<file path="src/rtl/demux_stream_registered.sv">
// rtl/demux_stream_registered.sv - registered 1-to-NUM_OUT valid/ready stream demultiplexer
// Each channel owns a one-entry holding register; destination from in_sel or a round-robin pointer.
module demux_stream_registered #(
  parameter int DATA_W      = 8,
  parameter int NUM_OUT     = 4,
  parameter int ROUND_ROBIN = 0,
  parameter int SEL_W       = 2
) (
  input  logic                      clk,
  input  logic                      rst_n,
  input  logic                      in_valid,
  output logic                      in_ready,
  input  logic [DATA_W-1:0]         in_data,
  input  logic [SEL_W-1:0]          in_sel,
  output logic [NUM_OUT-1:0]        out_valid,
  input  logic [NUM_OUT-1:0]        out_ready,
  output logic [NUM_OUT*DATA_W-1:0] out_data,
  output logic                      sel_err,
  output logic [SEL_W-1:0]          rr_ptr
);

  localparam logic [SEL_W:0]   NUM_OUT_W = (SEL_W+1)'(NUM_OUT);
  localparam logic [SEL_W-1:0] RR_LAST   = SEL_W'(NUM_OUT - 1);

  logic [SEL_W-1:0]   dst;
  logic               dst_ok;
  logic               dst_ready;
  logic               accept;
  logic               wr_en;

  logic [NUM_OUT-1:0] valid_q, valid_d;
  logic [DATA_W-1:0]  data_q [NUM_OUT];
  logic [DATA_W-1:0]  data_d [NUM_OUT];
  logic               sel_err_q, sel_err_d;
  logic [SEL_W-1:0]   rr_q, rr_d;

  assign dst    = (ROUND_ROBIN != 0) ? rr_q : in_sel;
  assign dst_ok = ({1'b0, dst} < NUM_OUT_W);

  // Readiness looks only at the addressed channel, so one stalled consumer never blocks another.
  always_comb begin
    dst_ready = 1'b0;
    for (int k = 0; k < NUM_OUT; k++) begin
      if (dst == SEL_W'(k)) begin
        dst_ready = ~valid_q[k] | out_ready[k];
      end
    end
  end

  assign in_ready = rst_n & (~dst_ok | dst_ready);
  assign accept   = in_valid & in_ready;
  assign wr_en    = accept & dst_ok;

  // A write into a draining channel overrides the drain, giving full per-channel throughput.
  always_comb begin
    valid_d = valid_q & ~out_ready;
    data_d  = data_q;
    for (int k = 0; k < NUM_OUT; k++) begin
      if (wr_en && (dst == SEL_W'(k))) begin
        valid_d[k] = 1'b1;
        data_d[k]  = in_data;
      end
    end
  end

  always_comb begin
    sel_err_d = accept & ~dst_ok;
    rr_d      = rr_q;
    if ((ROUND_ROBIN != 0) && accept) begin
      rr_d = (rr_q == RR_LAST) ? '0 : rr_q + SEL_W'(1);
    end
  end

  always_ff @(posedge clk or negedge rst_n) begin
    if (!rst_n) begin
      valid_q   <= '0;
      data_q    <= '{default: '0};
      sel_err_q <= 1'b0;
      rr_q      <= '0;
    end else begin
      valid_q   <= valid_d;
      data_q    <= data_d;
      sel_err_q <= sel_err_d;
      rr_q      <= rr_d;
    end
  end

  for (genvar k = 0; k < NUM_OUT; k++) begin : g_out
    assign out_data[k*DATA_W +: DATA_W] = data_q[k];
  end

  assign out_valid = valid_q;
  assign sel_err   = sel_err_q;
  assign rr_ptr    = (ROUND_ROBIN != 0) ? rr_q : '0;

endmodule

</file>
<file path="config.mk">
export PLATFORM = sky130hd
export DESIGN_NAME = demux_stream_registered
export DESIGN_NICKNAME = d
export VERILOG_FILES = /design/src/rtl/demux_stream_registered.sv
export SDC_FILE = /design/constraint.sdc
export NUM_CORES = 1
export LEC_CHECK = 0
export CAP_MARGIN = 20
export CORE_UTILIZATION = 40
export DETAILED_ROUTE_END_ITERATION = 7
export GPL_ROUTABILITY_DRIVEN = 0
export PLACE_DENSITY = 0.72
export RECOVER_POWER = 100
export SKIP_CTS_REPAIR_TIMING = 1
export SYNTH_ARGS = -nofsm -noshare
export SYNTH_HDL_FRONTEND = slang
export SYNTH_SLANG_ARGS = --single-unit
</file>
<file path="constraint.sdc">
create_clock -name clk -period 2.1 [get_ports clk]
set_clock_uncertainty 0.1 [all_clocks]
set_input_delay 0.21 -clock clk [delete_from_list [all_inputs] [get_ports clk]]
set_output_delay 0.21 -clock clk [all_outputs]
set_load 0.05 [all_outputs]
</file>
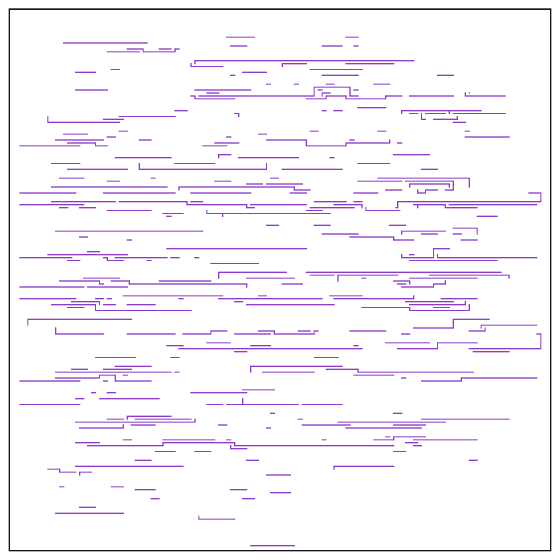
**Above:** the metal 1 layer.
longest straight run	25.3 µm
nets with wire on the layer	133
wire length on this layer	1390 µm
vias: 1016
final WL: 3.18 mm
met1 track demand over resource: 23.3%

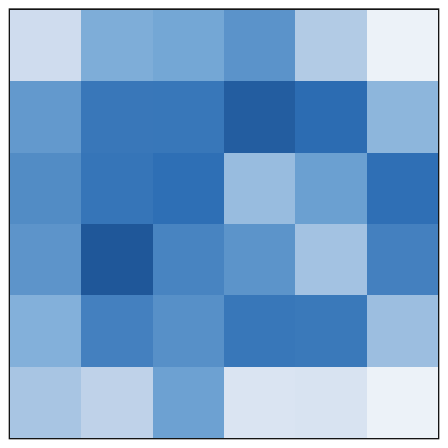
**Above:** cell area per tile.
6 x 6 tiles, from white (low) to dark blue (high), 0 to 100% covered.
emptiest ninth of the die	bottom right
fullest tile	84%
tiles over 75% full	8.3%
mean over tiles	52%
Finished Core Util: 61.6%
CORE AREA: 3420 µm²

==> reports/summary.txt <==
uppermost layer routed = met4
Crit. End Element = flop
status = finished, final reports clean
die height = 62.5 µm
comb area leader = multiplexers
critical path class = input pin to flop
Reg-to-Reg End = out_data[11]
met3 routed WL = 290 µm
met2 Use GR = 27.4%
Adder Share, Synth = 0%
# setup viols final = 0
Max-Cap Viols = 0
Yosys Chip Area = 1460 µm²
most frequent cell after synthesis = dfrtp_1
Registers, synthesis = 36
Seq group = 908 µW
first-pass GRT wire length = 5.38 mm
busiest grt layer = met2
Met1 Wirelength = 1.39 mm
Worst Tran Pin Value = 1030 ps
H-tree depth = 2
Clock power frac = 16.7%
Log Warnings = 26
Dominant Register Cell = dfrtp_1
Setup TNS = 0 ps
XOR Share, Synth = 0%
Synth Seq Share = 61.6%
Post-Syn Instances = 94
TritonCTS clock tree = built
Comb. pwr = 1.01 mW
# IOs = 57
Wirelength per Cell = 15.5 µm
Placement Rows = 21
Plain + repair buffers = 59
arrival time of the worst setup path = 2080 ps
signal buffers share of area = 26.8%
Nets = 175
Clock buf/inv share = 2.80%
-- worst max-delay path, cell delays in order --
cell and delay (ps):
dlygate4sd3_1 520, buf_2 180, nand3_1 130, nor3_4 120
clkbuf_1 490, mux2_2 410
-- stage by stage --
stage	utilization, %	hold slack, ps	setup slack [ps]	power (mW)	cell area (µm²)
after floorplan	-	-186	149	1.60	1470
after global placement	60.6	-52.0	128	1.98	2070
after detailed placement	60.6	-52.5	113	2.00	2070
after CTS	62.3	-424	148	2.39	2130
after global routing	61.6	101	83.6	2.41	2100
final	61.6	120	153	2.30	2100
-- state kept, by name, indices dropped and copies added, names as in the netlist --
| name | cells |
|---|---|
| out_data | 32 |
| out_valid | 4 |
Power and IR drop assume default switching activity.
